### I/O pins on the die edge, run 1

Scale: 3 px per um. Pins as bars across the die edge, other pins in gray.
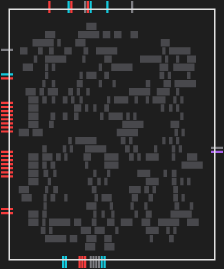
### Wiring by layer, run 1

Scale: 4 px per um.
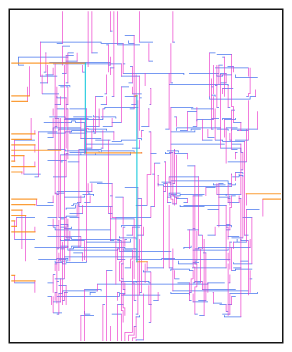
### Sequential cells grouped by signal name, run 1

Scale: 3 px per um. Other sequential cells in the stronger gray, the rest of the logic in the fainter gray.
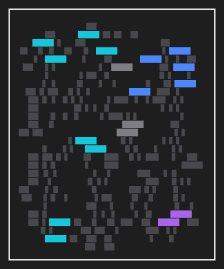
### config.mk
export PLATFORM = sky130hd
export DESIGN_NAME = overlay_sequencer
export DESIGN_NICKNAME = d
export VERILOG_FILES = /design/src/rtl/overlay_sequencer.sv
export SDC_FILE = /design/constraint.sdc
export NUM_CORES = 1
export LEC_CHECK = 0
export ABC_AREA = 1
export CAP_MARGIN = 20
export CELL_PAD_IN_SITES_DETAIL_PLACEMENT = 1
export CELL_PAD_IN_SITES_GLOBAL_PLACEMENT = 2
export CORE_AREA = 2 2 66 81
export DETAILED_ROUTE_END_ITERATION = 8
export DIE_AREA = 0 0 68 83
export PLACE_DENSITY_LB_ADDON = 0.1
export SLEW_MARGIN = 20
export SYNTH_ARGS = -nofsm -noshare
export SYNTH_HDL_FRONTEND = slang
export SYNTH_SLANG_ARGS = --single-unit
### constraint.sdc
create_clock -name clk -period 1.6 [get_ports clk]
set_input_delay 0.24 -clock clk [delete_from_list [all_inputs] [get_ports clk]]
set_output_delay 0.24 -clock clk [all_outputs]
set_load 0.05 [all_outputs]
### src/rtl/overlay_sequencer.sv
// Staged channel reveal and optional blink for end-of-game overlays.
// Define OVERLAY_BLINK_EN to compile in the SHOW-state blink gating.
module overlay_sequencer #(
    parameter int N_CH = 3,
    parameter int RGB_W = 8,
    parameter int REVEAL_FRAMES = 30,
    parameter int BLINK_FRAMES = 16,
    parameter logic [N_CH-1:0] BLINK_MASK = N_CH'(1)
) (
    input  logic                  clk,
    input  logic                  reset,
    input  logic                  startOfFrame,
    input  logic                  enable,
    input  logic [N_CH-1:0]       chDR,
    input  logic [N_CH*RGB_W-1:0] chRGB,
    output logic                  overlayDR,
    output logic [RGB_W-1:0]      overlayRGB,
    output logic                  revealDone
);

    localparam int CW = $clog2(N_CH + 1);
    localparam int FW = (REVEAL_FRAMES > 1) ? $clog2(REVEAL_FRAMES) : 1;

    typedef enum logic [1:0] {IDLE, REVEAL, SHOW} state_t;

    state_t state, nextState;
    logic [CW-1:0] visCount, nextVisCount;
    logic [FW-1:0] frameCnt, nextFrameCnt;
    logic [N_CH-1:0] visible, gateOff, qual;
    logic muxDR;
    logic [RGB_W-1:0] muxRGB;

`ifdef OVERLAY_BLINK_EN
    localparam int BW = (BLINK_FRAMES > 1) ? $clog2(BLINK_FRAMES) : 1;
    logic [BW-1:0] blinkCnt, nextBlinkCnt;
    logic phase, nextPhase;
`endif

    always_comb begin
        nextState = state;
        nextVisCount = visCount;
        nextFrameCnt = frameCnt;
`ifdef OVERLAY_BLINK_EN
        nextBlinkCnt = blinkCnt;
        nextPhase = phase;
`endif
        if (!enable) begin
            nextState = IDLE;
            nextVisCount = '0;
            nextFrameCnt = '0;
`ifdef OVERLAY_BLINK_EN
            nextBlinkCnt = '0;
            nextPhase = 1'b0;
`endif
        end else if (startOfFrame) begin
            unique case (state)
                IDLE: begin
                    nextState = REVEAL;
                    nextVisCount = CW'(1);
                    nextFrameCnt = '0;
                end
                REVEAL: begin
                    // Single-channel builds are already fully visible.
                    if (visCount >= CW'(N_CH)) begin
                        nextState = SHOW;
                        nextFrameCnt = '0;
                    end else if (frameCnt == FW'(REVEAL_FRAMES - 1)) begin
                        nextFrameCnt = '0;
                        nextVisCount = visCount + CW'(1);
                        if (visCount == CW'(N_CH - 1)) nextState = SHOW;
                    end else begin
                        nextFrameCnt = frameCnt + FW'(1);
                    end
`ifdef OVERLAY_BLINK_EN
                    if (nextState == SHOW) begin
                        nextBlinkCnt = '0;
                        nextPhase = 1'b1;
                    end
`endif
                end
                SHOW: begin
`ifdef OVERLAY_BLINK_EN
                    if (blinkCnt == BW'(BLINK_FRAMES - 1)) begin
                        nextBlinkCnt = '0;
                        nextPhase = ~phase;
                    end else begin
                        nextBlinkCnt = blinkCnt + BW'(1);
                    end
`endif
                end
                default: nextState = IDLE;
            endcase
        end
    end

    always_comb begin
        visible = '0;
        for (int i = 0; i < N_CH; i++) begin
            visible[i] = (state == SHOW) ||
                         ((state == REVEAL) && (CW'(i) < visCount));
        end
    end

`ifdef OVERLAY_BLINK_EN
    assign gateOff = {N_CH{(state == SHOW) && !phase}} & BLINK_MASK;
`else
    // Blink parameters are inert here; the term is constant zero.
    localparam logic [N_CH-1:0] NO_BLINK =
        BLINK_MASK & {N_CH{BLINK_FRAMES < 1}};
    assign gateOff = {N_CH{state == SHOW}} & NO_BLINK;
`endif

    assign qual = chDR & visible & ~gateOff & {N_CH{enable}};

    // Scan high to low so the lowest qualifying index wins.
    always_comb begin
        muxDR = 1'b0;
        muxRGB = '0;
        for (int i = N_CH - 1; i >= 0; i--) begin
            if (qual[i]) begin
                muxDR = 1'b1;
                muxRGB = chRGB[i*RGB_W +: RGB_W];
            end
        end
    end

    always_ff @(posedge clk) begin
        if (reset) begin
            state <= IDLE;
            visCount <= '0;
            frameCnt <= '0;
            overlayDR <= 1'b0;
            overlayRGB <= '0;
        end else begin
            state <= nextState;
            visCount <= nextVisCount;
            frameCnt <= nextFrameCnt;
            overlayDR <= muxDR;
            overlayRGB <= muxRGB;
        end
    end

`ifdef OVERLAY_BLINK_EN
    always_ff @(posedge clk) begin
        if (reset) begin
            blinkCnt <= '0;
            phase <= 1'b0;
        end else begin
            blinkCnt <= nextBlinkCnt;
            phase <= nextPhase;
        end
    end
`endif

    assign revealDone = (state == SHOW);

endmodule

==> run_results.csv, run 1 <==
group,metric,value,unit
worst_setup_path,cp.arrival,1.58,ns
die,initial_core_util,0.217,
worst_setup_path,crit_path_max_fanout,17,
final_timing,setup_viol,0,
placement,port_buffers,40,
worst_setup_path,start_kind,"flop",
worst_setup_path,slowest_stage,"dfxtp_1",
grt,grt_pass1_vias,1317,
worst_setup_path,cp_num_cells,6,
grt,grt_max_degree,18,
synthesis,topCellsByArea,"dfxtp_1, nor2_1, nand2_1",
clocking,post_cts_buffers,0,
clocking,clk_latency,0.25,ns
final_timing,fin_ws,0.168,ns
layout,fin_nets,243,
clocking,path_clk_slew,0.07,ns
synthesis,enable_flop_cells,0,
die,coreArea,4830,um^2
final_timing,worstMarginPinSlew,0.266,ns
placement,place_ws,0.0231,ns
worst_setup_path,path_class,"flop to flop",
layout,synthToLayoutAreaGrowth,51.5,%
synthesis,ff_type,"dfxtp_1",
layout,diodes,0,
final_timing,finClkSkew,0.00345,ns
worst_setup_path,critPathCaptureType,"flop",
final_timing,post-route-period-util,0.895,
worst_setup_path,crit_start,"visCount[0]",
power_and_ir_drop,internal_power,779,uW
run_status,outcome,"completed",
worst_setup_path,cpLargestDelayFamily,"flip-flops",
power_and_ir_drop,top_power_group,"sequential cells",
worst_setup_path,timing.rr.start,"visCount[0]",
routing,vias_per_cell,4.37,
run,maxCapViolCount,0,
clocking,post_cts_resized,0,
synthesis,synth_cells,158,
worst_setup_path,path_buffers,1,
worst_setup_path,worstPathCellList,"inv_1, ha_1, o21ai_2, nand2_4, o21ai_1, nor2_1",
synthesis,synth_area,1050,um^2
clocking,clk_path_buf_depth,2,
worst_hold_path,min_to,"frameCnt[3]",
worst_setup_path,r2r_end,"overlayRGB[7]",
run,openroad.warnings,30,
power_and_ir_drop,pwr-share-clk,0.358,
synthesis,yosysTopAreaCell,"dfxtp_1",
synthesis,synth_chip_area,1050,um^2
layout,lay_top_count,"nor2_1",
synthesis,synthMuxAreaShare,0,
worst_hold_path,hp-class,"flop to flop",
-- 'I/O pins on the die edge' (at the start) --
[cyan] overlayRGB | pins: 8 | direction: output | edge: 4 bottom, 3 top, 1 left
[purple] revealDone | pins: 1 | direction: output | edge: right
[red] chRGB | pins: 24 | direction: input | edge: 18 left, 3 bottom, 3 top
all pins by edge: 20 left, 11 bottom, 8 top, 2 right

-- 'Wiring by layer' (at the start) --
[magenta] metal 2 | wire length: 1,870 um
[blue] metal 1 | wire length: 1,300 um
[cyan] metal 4 | wire length: 63.9 um
[orange] metal 3 | wire length: 129 um
DR WL/cell: 12.7 um
total track usage: 0.137
routed wire length: 3.37 mm
vias post-DR: 1,158

-- 'Sequential cells grouped by signal name' (at the start) --
[blue] frameCnt | sequential cells: 5 | where: upper right
[cyan] overlayRGB | sequential cells: 8
[purple] state | sequential cells: 2
Seq/total area: 0.227
Seq. pwr: 466 uW
Sequential Area: 360 um^2

-- run 1: state kept, by name, indices dropped and copies added, names as in the netlist --
| name | flops |
|---|---|
| overlayRGB | 8 |
| frameCnt | 5 |
| state | 2 |
| visCount | 2 |
| overlayDR | 1 |
-- run 1: cell type report --
cell class | instances | area, um^2
tap | 60 | 75.1
timing repair buffer | 44 | 418
clock buffer | 4 | 55.1
multi-input combinational | 121 | 611
fill | 594 | 3250
inverter | 18 | 67.6
sequential | 18 | 360
-- run 1: per-layer routing --
metal | vias up | wire, um | track usage
li1 | 594 | - | -
met4 | 0 | 63 | 0.0491
met1 | 536 | 1300 | 0.146
met3 | 4 | 128 | 0.0217
met5 | - | 0 | 0
met2 | 24 | 1870 | 0.257
==> run 2: changes to the inputs <==
--- a/config.mk
+++ b/config.mk
@@ -10,8 +10,10 @@
 export CELL_PAD_IN_SITES_DETAIL_PLACEMENT = 1
 export CELL_PAD_IN_SITES_GLOBAL_PLACEMENT = 2
 export CORE_AREA = 2 2 66 81
+export CTS_CLUSTER_SIZE = 20
 export DETAILED_ROUTE_END_ITERATION = 8
 export DIE_AREA = 0 0 68 83
+export MAX_ROUTING_LAYER = met4
 export PLACE_DENSITY_LB_ADDON = 0.1
 export SLEW_MARGIN = 20
 export SYNTH_ARGS = -nofsm -noshare
==> run 2 against run 1 <==
Compared with the run above: fmax is 0.17% higher; total power is 0.19% higher; register-to-register slack hardly changed; sequential share of layout area stayed put; combinational power hardly changed; design area stayed put; sequential power hardly changed; global-route usage is 0.39 points higher; clock-buffer cell count stayed put; sequential cell count stayed put; cell count stayed put; largest cell class unchanged.
==> run_results.csv, run 2 <==
group,metric,value,unit
run_status,outcome,"completed",
power_and_ir_drop,internal_power,779,uW
grt,grt_pass1_vias,1317,
final_timing,worstMarginPinSlew,0.266,ns
clocking,clk_latency,0.25,ns
die,coreArea,4830,um^2
layout,reg_top3,"overlayRGB (8), frameCnt (5)",
routing,vias_per_cell,4.38,
worst_hold_path,min_to,"frameCnt[3]",
power_and_ir_drop,seq_power,466,uW
clocking,post_cts_buffers,0,
layout,diodes,0,
routing,wl_per_cell,12.7,um
clocking,clk_path_buf_depth,2,
die,initial_core_util,0.217,
final_timing,finClkSkew,0.00484,ns
routing,vias,1160,
worst_setup_path,path_class,"flop to flop",
worst_setup_path,worstPathCellList,"inv_1, ha_1, o21ai_2, nand2_4, o21ai_1, nor2_1",
worst_setup_path,path_buffers,1,
layout,synthToLayoutAreaGrowth,51.5,%
worst_setup_path,cpLargestDelayFamily,"flip-flops",
layout,lay_top_count,"nor2_1",
run,maxCapViolCount,0,
layout,largest_reg_flops,8,
power_and_ir_drop,top_power_group,"sequential cells",
[run 2: cell counts after synthesis]
No cell type changed its count.
[run 2: cell families (layout without fill, tap and decap cells)]
group           after synthesis  count (layout)
simple gates                 94              94
flops                        18              18
buf+inv                      19              66
fa+ha+maj                     6               6
xor+xnor                      4               4
compound gates               17              17
[run 2: layout make-up]
| class | count | area [um^2] |
|---|---|---|
| clock buffers | 4 | 55.1 |
| fillers | 594 | 3250 |
| inverters | 18 | 67.6 |
| multi-input cells | 121 | 611 |
| flip-flops and latches | 18 | 360 |
| well taps | 60 | 75.1 |
| repair buffers | 44 | 418 |
[run 2: per-layer routing]
layer  track usage  part of all wire  vias to the layer above
li1              -                 -                      593
met1         0.148              0.39                      539
met2         0.256              0.56                       24
met3        0.0203             0.035                        4
met4        0.0491             0.019                        0
met5             -                 0                        -
### Track usage over the die, run 2

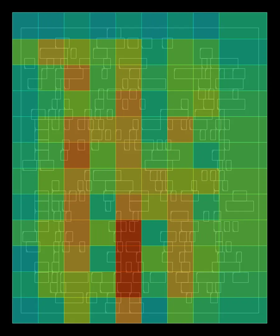
met1 Use GR: 0.148
M3 GR Usage: 0.0203

### Sequential cells grouped by signal name, run 2

Scale: 3 px per um. Other sequential cells in the stronger gray, the rest of the logic in the fainter gray.
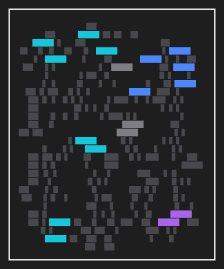
[blue] frameCnt | sequential cells: 5 | where: upper right
[cyan] overlayRGB | sequential cells: 8
[purple] state | sequential cells: 2
not colored: 3
post-layout utilization of the core: 0.328

==> run 3: changes to the inputs <==
--- a/config.mk
+++ b/config.mk
@@ -10,11 +10,12 @@
 export CELL_PAD_IN_SITES_DETAIL_PLACEMENT = 1
 export CELL_PAD_IN_SITES_GLOBAL_PLACEMENT = 2
 export CORE_AREA = 2 2 66 81
-export CTS_CLUSTER_SIZE = 20
+export CTS_CLUSTER_SIZE = 30
 export DETAILED_ROUTE_END_ITERATION = 8
 export DIE_AREA = 0 0 68 83
 export MAX_ROUTING_LAYER = met4
-export PLACE_DENSITY_LB_ADDON = 0.1
+export PLACE_DENSITY_LB_ADDON = 0.12
+export SKIP_LAST_GASP = 1
 export SLEW_MARGIN = 20
 export SYNTH_ARGS = -nofsm -noshare
 export SYNTH_HDL_FRONTEND = slang
==> run 3 against run 2 <==
Compared with the run above: core utilization decreased by 0.31 points; synthesized area is the same; largest power group unchanged; clock skew down 0.0029 ns; worst hold slack worse by 0.0046 ns; cell count shrank 0.75%; register-to-register slack improved by 0.02 ns; combinational power is 3% lower; sequential cell count unchanged; critical path depth did not move.
==> run_results.csv, run 3 <==
group,metric,value,unit
layout,top_register,"overlayRGB",
clocking,clk_latency,0.25,ns
worst_setup_path,slowest_stage,"dfxtp_1",
synthesis,synth_cells,158,
worst_setup_path,path_buffers,1,
power_and_ir_drop,seq_power,466,uW
worst_setup_path,start_kind,"flop",
layout,fin_nets,241,
worst_setup_path,crit_start,"visCount[0]",
power_and_ir_drop,top_power_group,"sequential cells",
grt,grt_max_degree,18,
placement,place_ws,-0.00616,ns
synthesis,yosysTopAreaCell,"dfxtp_1",
die,coreArea,4830,um^2
synthesis,synth_chip_area,1050,um^2
worst_setup_path,r2r_end,"overlayRGB[4]",
routing,wl_met2,1.82,mm
layout,reg_top3,"overlayRGB (8), frameCnt (5)",
grt,grtUsageMet1,0.140,
routing,top_layer,"met4",
run,maxCapViolCount,0,
worst_setup_path,worstPathCellList,"inv_1, ha_1, o21ai_2, nand2_4, o21ai_1, nor2_1",
run,openroad.warnings,30,
grt,grt_pass1_vias,1194,
clocking,post_cts_buffers,0,
layout,diodes,0,
worst_setup_path,cp_num_cells,6,
worst_hold_path,min_to,"frameCnt[4]",
layout,seq_area,360,um^2
power_and_ir_drop,pwr-share-clk,0.368,
synthesis,enable_flop_cells,0,
worst_hold_path,hp-class,"flop to flop",
final_timing,post-route-period-util,0.883,
run_status,outcome,"completed",
run 3: cell type report:
| cell class | count | share of cell area |
|---|---|---|
| Multi-Input combinational cell | 121 | 0.389 |
| Timing Repair Buffer | 42 | 0.256 |
| Sequential cell | 18 | 0.229 |
| Tap cell | 60 | 0.0478 |
| Inverter | 18 | 0.0430 |
| Clock buffer | 4 | 0.0350 |
run 3: cell families after synthesis:
logic type,count (synthesis),synth area share
adder cells (fa/ha/maj),6,0.0717
AND-OR/OR-AND,17,0.0848
buffers and inverters,19,0.0753
XOR/XNOR,4,0.0335
flip-flops,18,0.344
AND/OR/NAND/NOR,94,0.391
run 3: stage by stage:
stage	total power, uW	utilization
floorplan	560	-
global placement	671	0.313
CTS	1070	0.325
global route	1110	0.325
detailed placement	675	0.313
finish	1050	0.325
### Port wiring, run 3

Scale: 4 px per um.
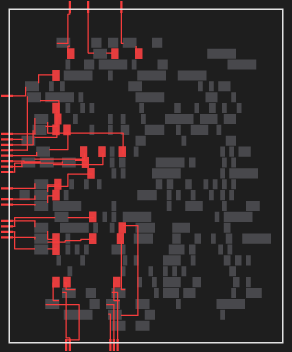
[red] chRGB | direction: input | edge: 16 left, 5 bottom, 3 top | end cells: 24 | buffers: 24 | wire: 439 um
port bufs: 40
IO Count: 41

### Wiring by layer, run 3

Scale: 4 px per um.
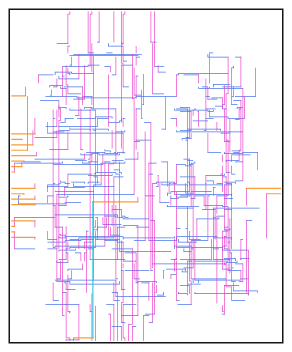
[cyan] metal 4 | wire length: 34.0 um
[magenta] metal 2 | wire length: 1,820 um
[blue] metal 1 | wire length: 1,330 um
[orange] metal 3 | wire length: 94.5 um
routed wire length: 3.28 mm
vias post-DR: 1,133

Power and IR drop assume default switching activity.
